File: config.mk
export PLATFORM = sky130hd
export DESIGN_NAME = fp_accumulate_seq
export DESIGN_NICKNAME = d
export VERILOG_FILES = /design/src/rtl/fp_accumulate_seq.sv
export SDC_FILE = /design/constraint.sdc
export NUM_CORES = 1
export LEC_CHECK = 0
export ABC_AREA = 0
export CORE_UTILIZATION = 36
export CTS_CLUSTER_DIAMETER = 100
export DETAILED_ROUTE_END_ITERATION = 10
export PLACE_DENSITY = 0.84
export SYNTH_ARGS = -nofsm -noshare
export SYNTH_HDL_FRONTEND = slang
export SYNTH_SLANG_ARGS = --single-unit
File: constraint.sdc
create_clock -name clk -period 1.35 [get_ports clk]
set_input_delay 0.27 -clock clk [delete_from_list [all_inputs] [get_ports clk]]
set_output_delay 0.27 -clock clk [all_outputs]
set_load 0.1 [all_outputs]
File: src/rtl/fp_accumulate_seq.sv
// fp_accumulate_seq: sequential front-end for an external combinational
// binary32 adder. Sums a frame of samples arriving on a valid/ready stream
// and presents the total and the sample count on a valid/ready output.
// The adder sits beside this block: add_a/add_b go out, add_sum comes back.
module fp_accumulate_seq #(
    parameter int COUNT_W = 8
) (
    input  logic               clk,
    input  logic               rst_n,
    input  logic               start,
    input  logic [COUNT_W-1:0] frame_len,
    input  logic               in_valid,
    output logic               in_ready,
    input  logic [31:0]        in_data,
    output logic [31:0]        add_a,
    output logic [31:0]        add_b,
    input  logic [31:0]        add_sum,
    output logic               out_valid,
    input  logic               out_ready,
    output logic [31:0]        out_data,
    output logic [COUNT_W-1:0] out_count,
    output logic               busy
);

    typedef enum logic [1:0] {
        IDLE   = 2'd0,
        ACCEPT = 2'd1,
        ADD    = 2'd2,
        DONE   = 2'd3
    } state_t;

    state_t             state_q, state_d;
    logic [31:0]        acc_q, acc_d;
    logic [31:0]        opnd_q, opnd_d;
    logic [COUNT_W-1:0] cnt_q, cnt_d;
    logic [COUNT_W-1:0] len_q, len_d;

    // State and datapath registers; reset abandons any frame in flight.
    always_ff @(posedge clk) begin
        if (!rst_n) begin
            state_q <= IDLE;
            acc_q   <= '0;
            opnd_q  <= '0;
            cnt_q   <= '0;
            len_q   <= '0;
        end else begin
            state_q <= state_d;
            acc_q   <= acc_d;
            opnd_q  <= opnd_d;
            cnt_q   <= cnt_d;
            len_q   <= len_d;
        end
    end

    // Next-state logic: one capture cycle then one add cycle per sample.
    always_comb begin
        state_d = state_q;
        acc_d   = acc_q;
        opnd_d  = opnd_q;
        cnt_d   = cnt_q;
        len_d   = len_q;
        case (state_q)
            IDLE: begin
                if (start) begin
                    acc_d = '0;
                    cnt_d = '0;
                    if (frame_len != '0) begin
                        len_d   = frame_len;
                        state_d = ACCEPT;
                    end else begin
                        // Empty frame: report +0 with a count of zero.
                        state_d = DONE;
                    end
                end
            end
            ACCEPT: begin
                if (in_valid) begin
                    opnd_d  = in_data;
                    cnt_d   = cnt_q + 1'b1;
                    state_d = ADD;
                end
            end
            ADD: begin
                // Operands have been stable all cycle, so add_sum has settled.
                acc_d   = add_sum;
                state_d = (cnt_q == len_q) ? DONE : ACCEPT;
            end
            DONE: begin
                if (out_ready) state_d = IDLE;
            end
            default: state_d = IDLE;
        endcase
    end

    // Outputs depend only on state and registers: no input-to-output path.
    assign in_ready  = (state_q == ACCEPT);
    assign out_valid = (state_q == DONE);
    assign busy      = (state_q != IDLE);
    assign add_a     = acc_q;
    assign add_b     = opnd_q;
    assign out_data  = out_valid ? acc_q : 32'h0;
    assign out_count = out_valid ? cnt_q : '0;

endmodule

Figure 1. Placement by cell class (run 1).
Fill, decap, tap and diode cells in grey.
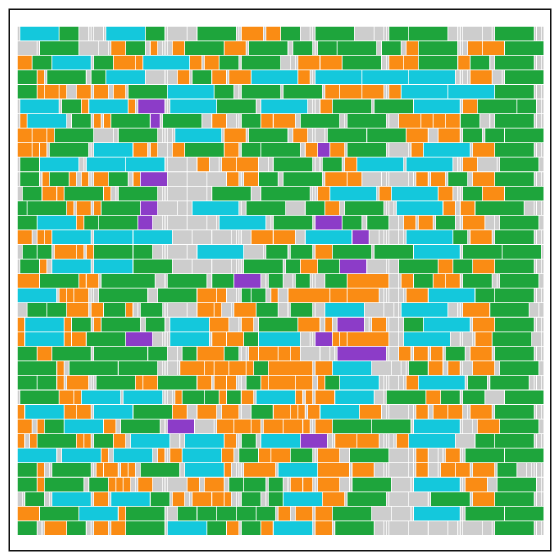
[purple] clock drivers and dummy loads | cells: 16 | share of their area: 2.5%
[green] remaining buffers and delay cells | cells: 234 | share of their area: 47%
[orange] combinational and other logic | cells: 285 | share of their area: 28%
[cyan] sequential cells | cells: 82 | share of their area: 23%
Core Area: 9370 µm²
Final Util: 0.829
proportion of cell area occupied by registers: 0.227

Figure 2. Placement view (run 1).
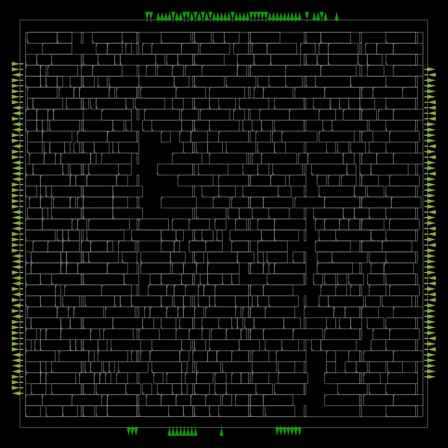
seq_cells: 82
final instance count without filler cells: 746
floorplan row count: 35
number of fill cells: 517

==> metrics.sh, run 1 <==
DRCVIOLATIONCOUNT=0
SYNTH.CELLMIX.COMPOUNDSHARE=0.162
DRTPASS1ITERATIONS=4
SETUP_TNS_NS=-24.56
COUNT_OF_INSTANTIATED_CELLS_IN_THE_YOSYS_NETLIST=400
DOMINANT_CELL_TYPE_BY_COUNT_ON_THE_CRITICAL_PATH='sky130_fd_sc_hd__buf_12'
CRITICAL_PATH_CLASS='flip-flop to primary output'
DIE-WIDTH_UM=101
YOSYSTOPAREACELLSHARE=0.466
HOLDPATHSTAGES=3
YS_SH_SIMPLE=0.271
GR-MAX-USAGE-LAYER='met2'
SYNTH-WARNING-COUNT=0
SYNTH-EDFF-COUNT=0
MAX_CLOCK_FREQ_MHz=599
DRT-VIAS-PER-INSTANCE=5.08
MUX_AREA_FRAC=0.0227
SYNTH.CELLMIX.XORXNORSHARE=0.0348
SYNTH_CELL_TYPE_COUNT=32
GRT_MAX_DEGREE=43
MET1WIRELENGTH_MM=4.88
GRT_SETUP_UNREPAIRED='true'
STARTPOINT='state_q[1]'
PEAKVDDDROP_mV=0.649
POST-SYNTH-TOP-AREA-CELL='sky130_fd_sc_hd__dfxtp_1'
DETAIL_ROUTE.ITER0.VIOLATIONS=121
POST-DP-HPWL_MM=8.94
ANTENNA_FOUND_INITIAL=0
FINALMAXSLEWVIOLATIONS=0
DRIVE_GT1_FRAC=0.457
PATH_MAX_FANOUT=10
FINAL.SETUP.WORST_SLACK_NS=-0.319
NETLIST_TOP_CELLS_AREA='sky130_fd_sc_hd__dfxtp_1, sky130_fd_sc_hd__nand2_1, sky130_fd_sc_hd__nor2b_1'
TIMING.FINAL.SETUP_VIOLATIONS=122
VIOLATIONS_IN_THE_FINAL_REPORTS='negative setup slack'
HP-CLASS='input port to flip-flop'
WORST_EP_ARRIVAL_TIME_NS=1.40
GRT_UTIL_MET2=0.440
ROOT_CELL_OF_THE_CLOCK_TREE='sky130_fd_sc_hd__clkbuf_8'
YS_DOMINANT_REG_CELL='sky130_fd_sc_hd__dfxtp_1'
WORSTPATHBUFFERINVERTERCOUNT=3
DIE_HEIGHT_UM=101
GRT_FIRST_PASS_WIRELENGTH_MM=19.0
ANTENNA-DIODE-COUNT=0
SYN_NETS=478
ENDPOINT_TYPE_OF_THE_WORST_SETUP_PATH='primary output'
REG2REGPATHDEPTH=7
TIMING.MAX_SLEW.REL_SLACK=0.774
NNETSFINAL=690
SYNTHTOPCELLSBYCOUNT='sky130_fd_sc_hd__dfxtp_1, sky130_fd_sc_hd__nand2_1, sky130_fd_sc_hd__nor2b_1'
WORST_HOLD_PATH.ENDPOINT='state_q[0]'
SYNTH_SEQ_SHARE=0.466
NUMPLACEDINSTANCES=706
POST_LAYOUT_MINIMUM_CYCLE_TIME_NS=1.67
WARNING_COUNT=29
SYN_AREA_UM2=3530
SYNTHTOPLOGICFAMILY='simple AND/OR/NAND/NOR gates'
SYNTH_ADDER_AREA_SHARE=0.00355
CRITICAL_PATH.MAX_STAGE_DELAY_NS=0.33
FIRST_GLOBAL_VIAS=3870
SYNTH-AREA-YOSYS_UM2=3530
REG2REG_TO='add_a[16]'
ROUTE.TOP_LAYER_USED='met4'
DRV.MAX_CAP_VIOLATION_COUNT=0
CRIT_PATH_LAUNCH_TYPE='flip-flop'
HTREEDEPTH=3
FINALHOLDVIOLATIONS=0
TIMING.CRITICAL_PATH.SLOWEST_STAGE_CELL='sky130_fd_sc_hd__dfxtp_2'
PLACE_WS_NS=-0.616
GRT_OVERFLOW=0
CLOCK_SINKS=82
IO_BUFFERS=183
STDCELL_AREA_UM2=7770
PLACE_AREA_UM2=7070
GRT.TOTAL_USAGE=0.240
WORST_EP_REQUIRED_TIME_NS=1.08
GLOBAL_ROUTE.USAGE.MET3=0.0798
STATUS='finished, violations left'
NUMBER_OF_BUFFERS_BETWEEN_CLOCK_ROOT_AND_THE_DEEPEST_SINK=2
CTS_MADE_BUFFERS=9
FAMILY_WITH_THE_MOST_DELAY_ON_THE_WORST_PATH='buffers and inverters'
RR_STARTPOINT='state_q[0]'
DIE-AREA_UM2=10200
DRTANTENNAVIOLNETS=0
DETAILROUTE.WIRELENGTH.MET2_MM=7.20
YOSYS.CELL_COUNT.TOP_TYPE='sky130_fd_sc_hd__dfxtp_1'
SYN_TO_FINAL_GROWTH_PCT=120
POWER_DENSITY_nW_PER_UM2=805
TIMING_WORST_SLEW_PIN_VALUE_NS=0.338
AVGSYNTHCELLAREA_UM2=8.81
YS_SEQ_ELEMENTS=82
DRT_WL_TOTAL_MM=13.4
CP_CELL_SEQUENCE='buf_6 -> buf_12 -> or2_4 -> buf_12'
FLOORPLAN.INITIALDENSITY=0.376
CTS.REPORTEDPATHS.CLKPINSLEW_NS=0.09
POSTSYNTHCELLCOUNT=400
HOLDCRITSTARTPOINT='rst_n'
REG2REG_SLACK_NS=-0.24
CTS_TREE='done'
ASYNCSETRESETFLOPFRACSYNTH=0
FINAL_ROUTED_WIRE_LENGTH_DIVIDED_BY_CELL_COUNT_UM=18.0
WL_MET3_UM=947
IO_PINS=184
Figure 3. Pin map (run 1).
Pins as bars across the die edge, other pins in grey.
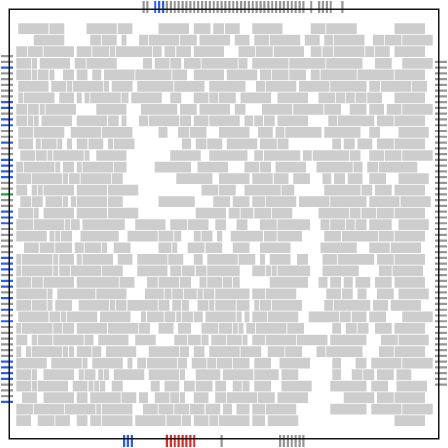
[red] frame_len | pins: 8 | direction: input | edge: bottom
[blue] add_b | pins: 32 | direction: output | edge: 26 left, 3 top, 3 bottom
[green] in_valid | pins: 1 | direction: input | edge: left
all pins by edge: 61 left, 57 right, 47 top, 19 bottom

Figure 4. Clock distribution (run 1).
The bar under the picture is 20 µm long.
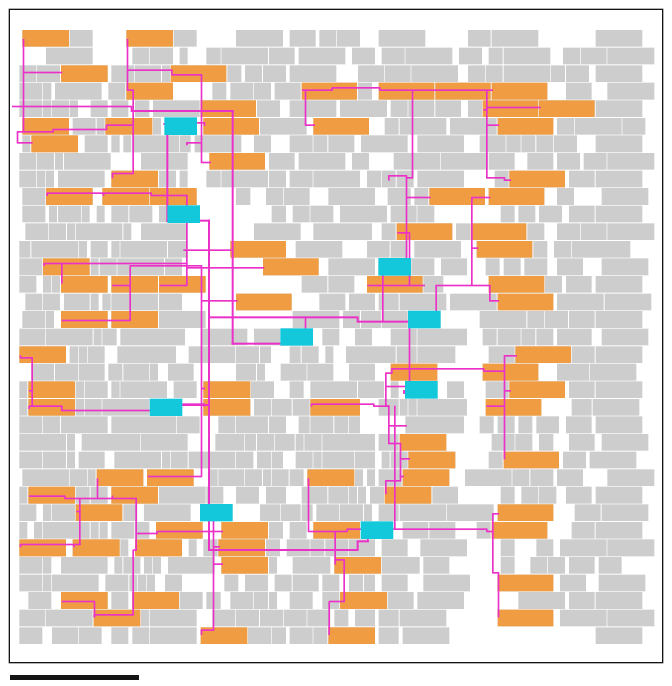
[orange] flip-flops | count: 82
[magenta] clock wires | length: 1000 µm
[cyan] clock drivers | count: 9
routed clock nets: 10
part of the power in the clock network: 0.279
Clock Skews: 0.0134 ns
clock group total power: 1.74 mW
Late-Pin Clk Latency: 0.35 ns

-- run 1: repair_timing --
item                       in CTS  in global routing
pin swaps                       6                 39
setup buffers                   7                  9
setup endpoints to repair      97                123
resized                        41                 47
gates cloned                    3                  5
-- run 1: area by class of cell --
cell class	count	area, µm²	area share
timing repair buffer	234	3540	0.455
multi-input combinational	283	2100	0.270
sequential	82	1770	0.227
tap	129	161	0.0208
clock buffer	10	149	0.0192
clock inverter	6	45.0	0.00580
inverter	2	7.51	0.000966
-- run 1: flip-flops by register name (all words and copies together), names as in the netlist --
register	cells
add_b	32
state_q	2
add_a	32
len_q	8
cnt_q	8
-- run 1: layout by cell type, fill, tap and decap left out, types with 2 or more instances in the layout --
cell type / Yosys / layout
sky130_fd_sc_hd__nor4_1: 5 / 2
sky130_fd_sc_hd__clkbuf_8: 0 / 9
sky130_fd_sc_hd__nor4_4: 0 / 3
sky130_fd_sc_hd__a21oi_1: 3 / 3
sky130_fd_sc_hd__clkdlybuf4s50_1: 0 / 75
sky130_fd_sc_hd__dfxtp_1: 82 / 48
sky130_fd_sc_hd__mux2i_2: 0 / 2
sky130_fd_sc_hd__inv_1: 2 / 2
sky130_fd_sc_hd__a21boi_2: 0 / 7
sky130_fd_sc_hd__mux2i_1: 8 / 5
sky130_fd_sc_hd__buf_6: 1 / 15
sky130_fd_sc_hd__a22oi_1: 32 / 32
sky130_fd_sc_hd__xnor2_1: 13 / 12
sky130_fd_sc_hd__buf_16: 0 / 2
sky130_fd_sc_hd__nand2_2: 0 / 6
sky130_fd_sc_hd__nor2b_1: 42 / 40
sky130_fd_sc_hd__nand2_1: 73 / 66
sky130_fd_sc_hd__inv_6: 0 / 2
sky130_fd_sc_hd__a21boi_1: 0 / 26
sky130_fd_sc_hd__buf_12: 0 / 114
sky130_fd_sc_hd__nand4_1: 2 / 2
sky130_fd_sc_hd__clkbuf_16: 0 / 5
sky130_fd_sc_hd__dfxtp_4: 0 / 33
sky130_fd_sc_hd__o211a_1: 2 / 2
sky130_fd_sc_hd__buf_4: 0 / 20
sky130_fd_sc_hd__buf_2: 4 / 2
sky130_fd_sc_hd__nor2_1: 7 / 7
sky130_fd_sc_hd__nand2b_1: 3 / 2
sky130_fd_sc_hd__o21ai_0: 2 / 2
sky130_fd_sc_hd__and3_4: 0 / 39
-- run 1: power breakdown --
| group | internal (mW) | switching, mW |
|---|---|---|
| combinational | 0.895 | 1.05 |
| sequential | 2.46 | 0.105 |
| clock | 0.794 | 0.948 |
-- run 1: cells by family after synthesis --
kind of cell	after synthesis
fa+ha+maj	1
simple gates	184
compound gates	76
flops	82
mux	8
xor+xnor	14
buf+inv	35
-- run 1: metrics by stage --
step                      power [mW]  hold slack, ns
after floorplan                 3.55           0.415
after global placement          4.27           0.487
after detailed placement        4.32           0.496
after CTS                       6.14           0.424
after global routing            6.47           0.459
final                           6.26           0.450
-- run 1: how the worst max path moves through the flow --
stage                             end  cells past startpoint  slack, ns
after global routing      out_data[7]                      4      -0.35
after CTS                        busy                      4      -0.34
after global placement       len_q[3]                      5      -0.48
final                            busy                      4      -0.32
after floorplan              in_ready                      4      -0.15
after detailed placement     len_q[3]                      5      -0.62
Figure 5. Wiring by layer (run 1).
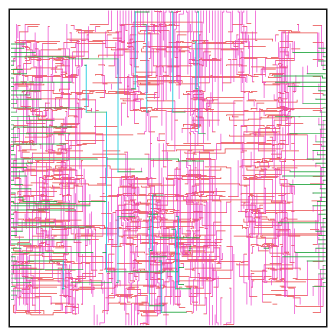

==> inputs of run 2 (changes only) <==
ABC_AREA = 1   (was 0)
CORE_UTILIZATION = 39   (was 36)
clock period = 1.7 ns   (was 1.35 ns; I/O delays follow)
Figure 6. Wiring by layer (run 2).
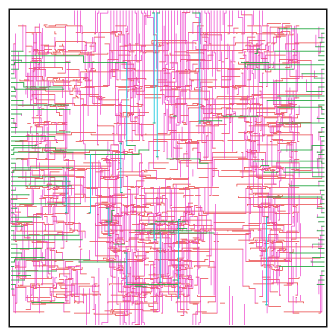
[green] metal 3 | wire length: 1000 µm
[magenta] metal 2 | wire length: 6450 µm
[red] metal 1 | wire length: 4270 µm
[cyan] metal 4 | wire length: 267 µm

==> metrics.sh, run 2 <==
HTREEDEPTH=3
STATUS='complete, no violations'
GRT_OVERFLOW=0
YS_SEQ_ELEMENTS=82
FINAL.SETUP.WORST_SLACK_NS=0.0477
HP-CLASS='flip-flop to flip-flop'
HOLD_SLACK_NS=0.486
DETAIL_ROUTE.ITER0.VIOLATIONS=150
GRT.TOTAL_USAGE=0.256
FINAL_ROUTED_WIRE_LENGTH_DIVIDED_BY_CELL_COUNT_UM=15.1
REG2REGPATHDEPTH=9
YOSYS.CELL_COUNT.TOP_TYPE='sky130_fd_sc_hd__nand2_1'
DIE-WIDTH_UM=95.8
ASYNCSETRESETFLOPFRACSYNTH=0
POST-DP-HPWL_MM=9.17
PLACE_WS_NS=0.0136
NUMBER_OF_BUFFERS_BETWEEN_CLOCK_ROOT_AND_THE_DEEPEST_SINK=2
POST-SYNTH-TOP-AREA-CELL='sky130_fd_sc_hd__dfxtp_1'
TIMING.MAX_SLEW.REL_SLACK=0.783
CRITICAL_PATH_CLASS='flip-flop to primary output'
LAYOUT_TOP_CELL='sky130_fd_sc_hd__nand2_1'
AVGSYNTHCELLAREA_UM2=6.93
SYNTH_SEQ_SHARE=0.478
REG2REG_TO='cnt_q[6]'
YS_DOMINANT_REG_CELL='sky130_fd_sc_hd__dfxtp_1'
ANTENNA_FOUND_INITIAL=0
TIMING.FINAL.SETUP_VIOLATIONS=0
CRITPATHCAPTURE='out_data[9]'
FINALHOLDVIOLATIONS=0
SYN_AREA_UM2=3430
DIE-AREA_UM2=9180
WARNING_COUNT=28
REG2REG_SLACK_NS=0.20
FIRST_GLOBAL_VIAS=3840
SYNTH-WARNING-COUNT=0
MAX_CLOCK_FREQ_MHz=605
LAYOUT_TOP_CELLS='sky130_fd_sc_hd__nand2_1, sky130_fd_sc_hd__buf_12, sky130_fd_sc_hd__a21oi_1, sky130_fd_sc_hd__clkdlybuf4s50_1, sky130_fd_sc_hd__inv_1'
IO_BUFFERS=183
DRV.MAX_CAP_VIOLATION_COUNT=0
DRT-VIAS-PER-INSTANCE=4.95
PEAKVDDDROP_mV=0.642
DRCVIOLATIONCOUNT=0
FLOORPLAN.INITIALDENSITY=0.409
GRT_FIRST_PASS_WIRELENGTH_MM=18.1
DIE_HEIGHT_UM=95.8
DRTPASS1ITERATIONS=4
DRIVE_GT1_FRAC=0.341
SYNTH-EDFF-COUNT=0
POST_LAYOUT_MINIMUM_CYCLE_TIME_NS=1.65
COUNT_OF_INSTANTIATED_CELLS_IN_THE_YOSYS_NETLIST=495
CRIT_PATH_LAUNCH_TYPE='flip-flop'
IO_PINS=184
CLOCK_INSERTION_DELAY_WORST_SKEW_NS=0.34
STARTPOINT='state_q[1]'
CTS.REPORTEDPATHS.CLKPINSLEW_NS=0.08
ANTENNA-DIODE-COUNT=0
CTS_MADE_BUFFERS=9
NUMPLACEDINSTANCES=771
CLOCK_SINKS=82
WORST_EP_ARRIVAL_TIME_NS=1.31
DRT_WL_TOTAL_MM=12.0
SYNTHTOPCELLSBYCOUNT='sky130_fd_sc_hd__nand2_1, sky130_fd_sc_hd__dfxtp_1, sky130_fd_sc_hd__a21oi_1'
SYNTH-AREA-YOSYS_UM2=3430
ENDPOINT_TYPE_OF_THE_WORST_SETUP_PATH='primary output'
NNETSFINAL=760
WORST_EP_REQUIRED_TIME_NS=1.36
SETUP_TNS_NS=0
SYN_TO_FINAL_GROWTH_PCT=109
DRTANTENNAVIOLNETS=0
CTS_TREE='done'
POSTSYNTHCELLCOUNT=495
TIMING_WORST_SLEW_PIN_VALUE_NS=0.325
SYNTH_CELL_TYPE_COUNT=26
YOSYSTOPAREACELLSHARE=0.478
Figure 7. Placement view (run 2).
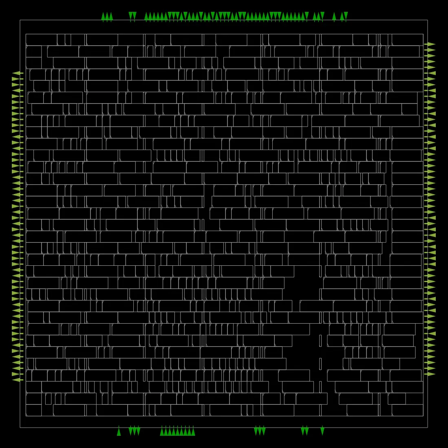
final instance count without filler cells: 792
floorplan row count: 33
Core Area: 8380 µm²

-- run 2: area by class of cell --
| cell class | instances | area [µm²] | share of cell area |
|---|---|---|---|
| repair buffers | 200 | 3160 | 0.440 |
| multi-input cells | 332 | 1780 | 0.248 |
| flip-flops and latches | 82 | 1690 | 0.235 |
| inverters | 57 | 218 | 0.0303 |
| clock buffers | 11 | 151 | 0.0211 |
| well taps | 105 | 131 | 0.0183 |
| clock inverters | 5 | 52.6 | 0.00731 |
-- run 2: report_power, final --
group,leakage [nW],switching (mW),internal [mW]
combinational,1.76,0.890,0.578
clock,0.105,0.697,0.753
sequential,0.683,0.0953,2.01
total,2.55,1.68,3.34
-- run 2: stage by stage --
stage | cell area, µm² | power (mW)
2_1_floorplan | 3820 | 2.96
3_3_place_gp | 6880 | 3.56
3_5_place_dp | 6880 | 3.60
4_1_cts | 7090 | 5.02
5_1_grt | 7190 | 5.21
6_report | 7190 | 5.03
-- run 2: critical path, cell delays in order, from the launching register on --
cell                        delay [ns]
sky130_fd_sc_hd__dfxtp_4          0.38
sky130_fd_sc_hd__nand2_8          0.10
sky130_fd_sc_hd__clkbuf_16        0.20
sky130_fd_sc_hd__nor2_4           0.11
sky130_fd_sc_hd__buf_12           0.18
-- run 2: worst min-delay path by stage --
stage,endpoint,slack [ns],depth (start not counted)
floorplan,len_q[0],0.44,2
global placement,len_q[0],0.46,2
detailed placement,len_q[4],0.47,2
CTS,len_q[4],0.49,2
global route,add_a[23],0.51,2
finish,len_q[1],0.49,2
-- run 2: repair_timing --
action	in CTS	in global routing
gates resized	3	4
endpoints found under the setup margin	40	33
gates cloned	0	3
pin swaps	0	2
setup buffers	0	2
-- run 2: cell families after synthesis --
group                    synth area share
adder cells (fa/ha/maj)           0.00365
AND/OR/NAND/NOR                     0.282
XOR/XNOR                          0.00766
AND-OR/OR-AND                       0.133
flip-flops                          0.478
buffers and inverters              0.0955
-- run 2: layer usage --
layer,share of wire,track usage,wire (µm)
met5,0,0,0
met4,0.022,0.0908,266
met3,0.084,0.0750,1000
met2,0.54,0.489,6450
met1,0.36,0.262,4270
Power figures rest on the tool's default switching activity, not on a simulated workload.
